### config.mk
export PLATFORM = sky130hd
export DESIGN_NAME = vector_fetch_unit_flat
export DESIGN_NICKNAME = d
export VERILOG_FILES = /design/src/rtl/vector_fetch_unit_if.sv /design/src/rtl/vector_fetch_unit.sv /design/src/flat_wrapper.sv
export SDC_FILE = /design/constraint.sdc
export NUM_CORES = 1
export LEC_CHECK = 0
export CAP_MARGIN = 15
export CORE_UTILIZATION = 30
export CTS_CLUSTER_SIZE = 40
export DETAILED_ROUTE_END_ITERATION = 7
export PLACE_DENSITY_LB_ADDON = 0.1
export SETUP_SLACK_MARGIN = 0.05
export SYNTH_ARGS = -nofsm -noshare
export SYNTH_HDL_FRONTEND = slang
export SYNTH_SLANG_ARGS = --single-unit
### constraint.sdc
create_clock -name clk -period 2.4 [get_ports clk]
set_clock_uncertainty 0.15 [all_clocks]
set_input_delay 0.36 -clock clk [delete_from_list [all_inputs] [get_ports clk]]
set_output_delay 0.36 -clock clk [all_outputs]
set_load 0.1 [all_outputs]
### src/rtl/vector_fetch_unit_if.sv
// Vector read port between the vector fetch unit (master) and the memory
// bus arbiter (slave). The request is held until the slave returns mem_ack
// together with valid mem_data.
interface vector_fetch_unit_if;
    logic        mem_req;
    logic [15:0] mem_addr;
    logic [7:0]  mem_data;
    logic        mem_ack;

    modport master (
        output mem_req,
        output mem_addr,
        input  mem_data,
        input  mem_ack
    );

    modport slave (
        input  mem_req,
        input  mem_addr,
        output mem_data,
        output mem_ack
    );
endinterface

### src/rtl/vector_fetch_unit.sv
// Vector fetch unit: arbitrates reset / NMI / IRQ (and optionally BRK),
// reads the two-byte vector over a req/ack port and issues a one-cycle
// pc_load with the assembled target address to the program counter.
//
// Optional feature macro: BRK_VECTOR_EN
//   defined   -> adds input brk_req; serviced below NMI and above IRQ with
//                fetch_grant, ignores i_flag, uses VEC_IRQ, vec_sel = 3.
//   undefined -> no brk_req port; vec_sel never reports 3.
module vector_fetch_unit #(
    parameter logic [15:0] VEC_NMI = 16'hFFFA,
    parameter logic [15:0] VEC_RST = 16'hFFFC,
    parameter logic [15:0] VEC_IRQ = 16'hFFFE
) (
    input  logic                       clk,
    input  logic                       reset,
    input  logic                       rst_req,
    input  logic                       nmi_n,
    input  logic                       irq_n,
    input  logic                       i_flag,
    input  logic                       fetch_grant,
`ifdef BRK_VECTOR_EN
    input  logic                       brk_req,
`endif
    vector_fetch_unit_if.master        mem,
    output logic [7:0]                 PCL_out,
    output logic [7:0]                 PCH_out,
    output logic                       pc_load,
    output logic [1:0]                 vec_sel,
    output logic                       busy
);

    // Source encodings double as the vec_sel values reported on load.
    localparam logic [1:0] SRC_IRQ = 2'd0;
    localparam logic [1:0] SRC_NMI = 2'd1;
    localparam logic [1:0] SRC_RST = 2'd2;
    localparam logic [1:0] SRC_BRK = 2'd3;

    typedef enum logic [1:0] {
        ST_IDLE   = 2'd0,
        ST_REQ_LO = 2'd1,
        ST_REQ_HI = 2'd2,
        ST_LOAD   = 2'd3
    } state_t;

    state_t      state_r, state_s;
    logic [1:0]  src_r, src_s;
    logic        rst_pend_r;
    logic        nmi_prev_r;
    logic        nmi_pend_r;
    logic [7:0]  pcl_r;

    logic        nmi_edge_s;
    logic        in_req_s;
    logic        rst_entry_s;
    logic        nmi_entry_s;
    logic        cap_lo_s;
    logic        cap_hi_s;
    logic        mem_req_s;
    logic [15:0] mem_addr_s;
    logic        pc_load_s;
    logic        busy_s;

    logic        mem_req_r;
    logic [15:0] mem_addr_r;
    logic        pc_load_r;
    logic        busy_r;
    logic [7:0]  pcl_out_r;
    logic [7:0]  pch_out_r;
    logic [1:0]  vec_sel_r;

    // Low-byte vector address for a given service source; BRK shares IRQ.
    function automatic logic [15:0] vec_base(input logic [1:0] src);
        case (src)
            SRC_IRQ: vec_base = VEC_IRQ;
            SRC_NMI: vec_base = VEC_NMI;
            SRC_RST: vec_base = VEC_RST;
            SRC_BRK: vec_base = VEC_IRQ;
            default: vec_base = VEC_IRQ;
        endcase
    endfunction

    assign nmi_edge_s = nmi_prev_r & ~nmi_n;
    assign in_req_s   = (state_r == ST_REQ_LO) || (state_r == ST_REQ_HI);

    // Arbitration, fetch sequencing and next-cycle output values.
    always_comb begin
        state_s     = state_r;
        src_s       = src_r;
        rst_entry_s = 1'b0;
        nmi_entry_s = 1'b0;
        cap_lo_s    = 1'b0;
        cap_hi_s    = 1'b0;
        mem_req_s   = 1'b0;
        mem_addr_s  = 16'd0;
        pc_load_s   = 1'b0;
        busy_s      = 1'b0;

        case (state_r)
            ST_IDLE: begin
                // A same-cycle NMI edge counts so it beats a simultaneous IRQ.
                if (rst_pend_r) begin
                    state_s     = ST_REQ_LO;
                    src_s       = SRC_RST;
                    rst_entry_s = 1'b1;
                end else if ((nmi_pend_r | nmi_edge_s) & fetch_grant) begin
                    state_s     = ST_REQ_LO;
                    src_s       = SRC_NMI;
                    nmi_entry_s = 1'b1;
`ifdef BRK_VECTOR_EN
                end else if (brk_req & fetch_grant) begin
                    state_s     = ST_REQ_LO;
                    src_s       = SRC_BRK;
`endif
                end else if (~irq_n & ~i_flag & fetch_grant) begin
                    state_s     = ST_REQ_LO;
                    src_s       = SRC_IRQ;
                end else begin
                    state_s     = ST_IDLE;
                end
            end
            ST_REQ_LO: begin
                // A soft reset request aborts and restarts at the reset vector.
                if (rst_req) begin
                    state_s     = ST_REQ_LO;
                    src_s       = SRC_RST;
                    rst_entry_s = 1'b1;
                end else if (mem.mem_ack) begin
                    state_s     = ST_REQ_HI;
                    cap_lo_s    = 1'b1;
                end else begin
                    state_s     = ST_REQ_LO;
                end
            end
            ST_REQ_HI: begin
                if (rst_req) begin
                    state_s     = ST_REQ_LO;
                    src_s       = SRC_RST;
                    rst_entry_s = 1'b1;
                end else if (mem.mem_ack) begin
                    state_s     = ST_LOAD;
                    cap_hi_s    = 1'b1;
                end else begin
                    state_s     = ST_REQ_HI;
                end
            end
            ST_LOAD: begin
                state_s = ST_IDLE;
            end
            default: begin
                state_s = ST_IDLE;
            end
        endcase

        case (state_s)
            ST_REQ_LO: begin
                mem_req_s  = 1'b1;
                mem_addr_s = vec_base(src_s);
                busy_s     = 1'b1;
            end
            ST_REQ_HI: begin
                // 16-bit add wraps FFFF+1 to 0000.
                mem_req_s  = 1'b1;
                mem_addr_s = vec_base(src_s) + 16'd1;
                busy_s     = 1'b1;
            end
            ST_LOAD: begin
                pc_load_s  = 1'b1;
                busy_s     = 1'b1;
            end
            default: begin
                mem_req_s  = 1'b0;
            end
        endcase
    end

    // State, pending-request flags and the captured low vector byte.
    always_ff @(posedge clk) begin
        if (reset) begin
            state_r    <= ST_IDLE;
            src_r      <= SRC_IRQ;
            rst_pend_r <= 1'b1;
            nmi_prev_r <= 1'b1;
            nmi_pend_r <= 1'b0;
            pcl_r      <= 8'd0;
        end else begin
            state_r    <= state_s;
            src_r      <= src_s;
            nmi_prev_r <= nmi_n;
            // An edge seen in the cycle its own service starts is consumed;
            // any other edge stays latched until serviced.
            nmi_pend_r <= (nmi_pend_r | nmi_edge_s) & ~nmi_entry_s;
            // During a fetch rst_req acts directly as an abort instead.
            rst_pend_r <= (rst_pend_r & ~rst_entry_s) | (rst_req & ~in_req_s);
            if (cap_lo_s) begin
                pcl_r <= mem.mem_data;
            end else begin
                pcl_r <= pcl_r;
            end
        end
    end

    // Registered bus and program-counter outputs; target held until next load.
    always_ff @(posedge clk) begin
        if (reset) begin
            mem_req_r  <= 1'b0;
            mem_addr_r <= 16'd0;
            pc_load_r  <= 1'b0;
            busy_r     <= 1'b0;
            pcl_out_r  <= 8'd0;
            pch_out_r  <= 8'd0;
            vec_sel_r  <= 2'd0;
        end else begin
            mem_req_r  <= mem_req_s;
            mem_addr_r <= mem_addr_s;
            pc_load_r  <= pc_load_s;
            busy_r     <= busy_s;
            if (cap_hi_s) begin
                pcl_out_r <= pcl_r;
                pch_out_r <= mem.mem_data;
                vec_sel_r <= src_r;
            end else begin
                pcl_out_r <= pcl_out_r;
                pch_out_r <= pch_out_r;
                vec_sel_r <= vec_sel_r;
            end
        end
    end

    assign mem.mem_req  = mem_req_r;
    assign mem.mem_addr = mem_addr_r;
    assign pc_load      = pc_load_r;
    assign busy         = busy_r;
    assign PCL_out      = pcl_out_r;
    assign PCH_out      = pch_out_r;
    assign vec_sel      = vec_sel_r;

endmodule

### src/flat_wrapper.sv
// flat-port wrapper written by rule: the top's interface ports become plain ports
module vector_fetch_unit_flat 
#(
    parameter logic [15:0] VEC_NMI = 16'hFFFA,
    parameter logic [15:0] VEC_RST = 16'hFFFC,
    parameter logic [15:0] VEC_IRQ = 16'hFFFE
)
  (clk, reset, rst_req, nmi_n, irq_n, i_flag, fetch_grant, PCL_out, PCH_out, pc_load, vec_sel, busy, mem_mem_req, mem_mem_addr, mem_mem_data, mem_mem_ack);
  vector_fetch_unit_if mem_i ();
  input  logic clk;
  input  logic reset;
  input  logic rst_req;
  input  logic nmi_n;
  input  logic irq_n;
  input  logic i_flag;
  input  logic fetch_grant;
  output logic [7:0] PCL_out;
  output logic [7:0] PCH_out;
  output logic pc_load;
  output logic [1:0] vec_sel;
  output logic busy;
  output wire logic [$bits(mem_i.mem_req)-1:0] mem_mem_req;
  output wire logic [$bits(mem_i.mem_addr)-1:0] mem_mem_addr;
  input wire logic [$bits(mem_i.mem_data)-1:0] mem_mem_data;
  input wire logic [$bits(mem_i.mem_ack)-1:0] mem_mem_ack;
  assign mem_mem_req = mem_i.mem_req;
  assign mem_mem_addr = mem_i.mem_addr;
  assign mem_i.mem_data = mem_mem_data;
  assign mem_i.mem_ack = mem_mem_ack;
  vector_fetch_unit #(.VEC_NMI(VEC_NMI), .VEC_RST(VEC_RST), .VEC_IRQ(VEC_IRQ)) u_core (.clk(clk), .reset(reset), .rst_req(rst_req), .nmi_n(nmi_n), .irq_n(irq_n), .i_flag(i_flag), .fetch_grant(fetch_grant), .mem(mem_i), .PCL_out(PCL_out), .PCH_out(PCH_out), .pc_load(pc_load), .vec_sel(vec_sel), .busy(busy));
endmodule
Congestion heat map:
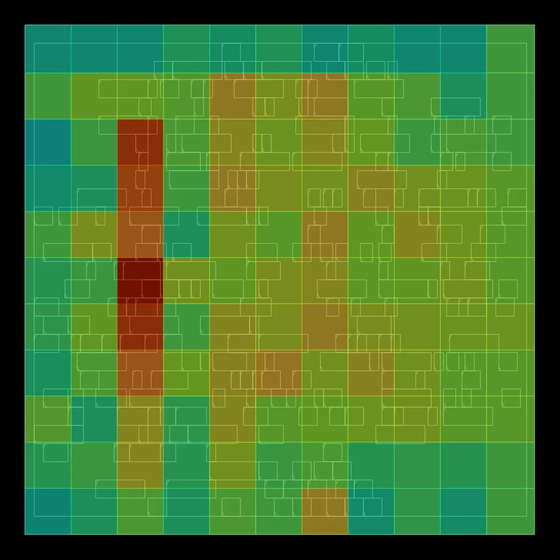
average detailed-routed wire length per instance: 11.9 um
utilization after layout: 42.1%

Logic cells by family:
Bar = 20 um.
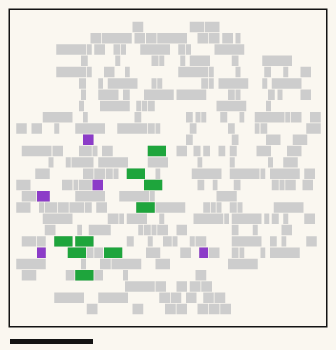
[green] adder and majority cells | cells: 9
[purple] AND and OR gates | cells: 5

Register map, names as in the netlist:
Bar = 20 um. Other sequential cells in the stronger grey, the rest of the logic in the fainter grey.
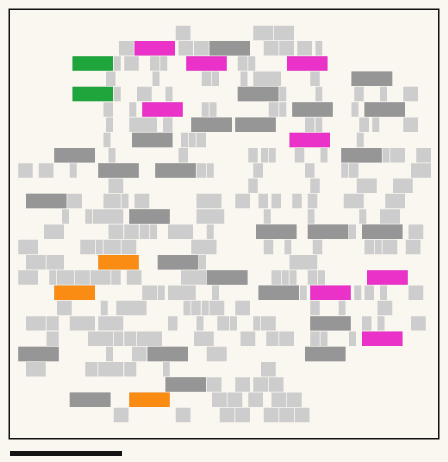
[orange] `u_core.mem.mem_addr` | flops: 3
[green] `u_core.vec_sel` | flops: 2
[magenta] `u_core.PCL_out` | flops: 8

Signal wires by layer:
Bar = 20 um.
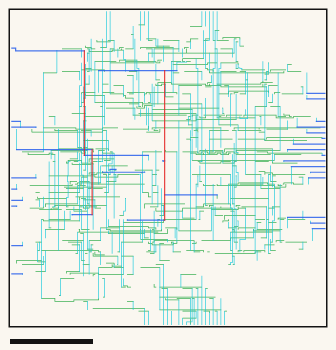
[blue] met3 | wire length: 213 um
[cyan] met2 | wire length: 1,720 um
[green] met1 | wire length: 1,720 um
[red] met4 | wire length: 76.8 um

==> summary.txt <==
Physical design

The run finished with clean final reports. The transition time recorded at the tightest slew-check pin is roughly 400 ps. The wire length of the first global-routing pass stands at approximately 6300 um. Input and output buffers added on the ports amount to roughly 52.

The synthesized instance count is between 150 and 200. The final-report hold violation count stands at 0. Sorting the synthesized cells by area gives the leading types as sky130_fd_sc_hd__dfxtp_1, sky130_fd_sc_hd__nand2_1, sky130_fd_sc_hd__a21oi_1, sky130_fd_sc_hd__ha_1, sky130_fd_sc_hd__buf_4. The relative contribution of the clock network to total power stands at about a quarter. The worst setup path is of the flip-flop to flip-flop kind. Looking at the global route congestion table, the highest-usage layer is met2. Measured along the y axis, the die boundary spans ~76 um.

After routing the design area is between 2000 and 2500 um^2. The top cell type by area accounts for between 40% and 50% of the synthesized area. The power report lists cell-internal power as 1.01 mW.

Global routing consumed, on the met2 layer, ~22% of the routing resources. The OpenROAD report gives the critical path a required time of between 2000 and 2500 ps. The synthesis log from Yosys contains 0 warnings. The number of placement rows stands at 26. The clock sink total stands at 39. Looking at area per cell type in the netlist, the leader is sky130_fd_sc_hd__dfxtp_1. The starting utilization of the core area stands at 31.7%. Synthesis produced a netlist with a net count of approximately 220. Setup repair after global routing left no endpoint under its margin. Per the CTS log, the buffer count on the longest clock path is 2. In the routed design, unresolved DRC markers number 0. The tightest slew margin relative to the limit stands at 72.3%. The routed design shows a via density per instance of about 4.5. The post-placement setup slack stands at -88.1 ps.

Combinational logic is responsible for about 33% of the overall power. The critical path maximum fanout is 7. Registers are responsible for 41.8% of the overall power.

The final timing report lists a max-slew violation count of 0.
==> cells by family after synthesis <==
logic type                 count (synthesis)  share of synthesized area [%]
AOI/OAI and AO/OA                         41                           14.9
DFF                                       39                           47.3
adders and majority gates                  9                           6.82
muxes                                      1                          0.607
and+or+nand+nor                           76                           20.2
buffers and inverters                     30                           10.1
==> area by class of cell <==
type,instances,area (um^2)
clock buffers,7,76.3
clock inverters,1,5.00
fillers,562,3010
inverters,8,30.0
multi-input cells,127,709
flip-flops and latches,39,781
well taps,70,87.6
repair buffers,62,503
==> state kept, by name, summed over array words and instances (netlist names) <==
name,cells
u_core.pc_load,1
u_core.mem.mem_req,1
u_core.nmi_prev_r,1
u_core.state_r,2
u_core.mem.mem_addr,3
u_core.busy,1
u_core.PCL_out,8
u_core.src_r,2
u_core.pcl_r,8
u_core.rst_pend_r,1
u_core.vec_sel,2
u_core.PCH_out,8
u_core.nmi_pend_r,1
==> per-stage QoR <==
stage	TNS [ps]	instances	power, mW
CTS	0	314	1.68
floorplan	0	196	1.16
global placement	-44.5	306	1.25
detailed placement	-88.2	306	1.25
global route	0	314	1.74
finish	0	314	1.66
==> layer usage <==
metal | vias up | wire length, um
li1 | 722 | -
met1 | 632 | 1710
met2 | 36 | 1720
met3 | 8 | 212
met4 | 0 | 76
met5 | - | 0
==> power groups by stage <==
stage	Clock [mW]	Sequential [mW]	Combinational, mW
after floorplan	0	0.780	0.376
final	0.423	0.694	0.541
after global routing	0.475	0.697	0.564
after global placement	0	0.709	0.541
after CTS	0.442	0.694	0.540
after detailed placement	0	0.708	0.540
==> placed cells by master (no fill, tap or decap), types with 2 or more instances in the layout <==
cell,instances
sky130_fd_sc_hd__nand2_1,48
sky130_fd_sc_hd__buf_4,47
sky130_fd_sc_hd__dfxtp_1,39
sky130_fd_sc_hd__a21oi_1,28
sky130_fd_sc_hd__clkdlybuf4s50_1,15
sky130_fd_sc_hd__ha_1,9
sky130_fd_sc_hd__inv_1,8
sky130_fd_sc_hd__nor2_1,8
sky130_fd_sc_hd__nand3_1,8
sky130_fd_sc_hd__nor2b_1,5
sky130_fd_sc_hd__clkbuf_8,5
sky130_fd_sc_hd__o21ai_0,2
sky130_fd_sc_hd__clkbuf_1,2
==> path summary, 6_finish.rpt <==
check / start / endpoint / slack, ps
worst max-delay path: u_core.state_r[0] / u_core.mem.mem_addr[1] / 260
worst min-delay path: u_core.pcl_r[7] / u_core.PCL_out[7] / 300
worst min register to register: u_core.pcl_r[7] / u_core.PCL_out[7] / 300
worst max register to register: u_core.state_r[0] / u_core.mem.mem_addr[1] / 260
==> worst max-delay path, cell delays in order, from the launching register on <==
cell	delay, ps
sky130_fd_sc_hd__dfxtp_1	360
sky130_fd_sc_hd__inv_1	70
sky130_fd_sc_hd__ha_1	290
sky130_fd_sc_hd__and2b_1	240
sky130_fd_sc_hd__o2bb2ai_2	170
sky130_fd_sc_hd__ha_1	290
sky130_fd_sc_hd__nor2b_1	140
sky130_fd_sc_hd__o21ai_0	130
sky130_fd_sc_hd__o21ba_1	230
No activity file was given, so power comes from the tool's default toggle rates.
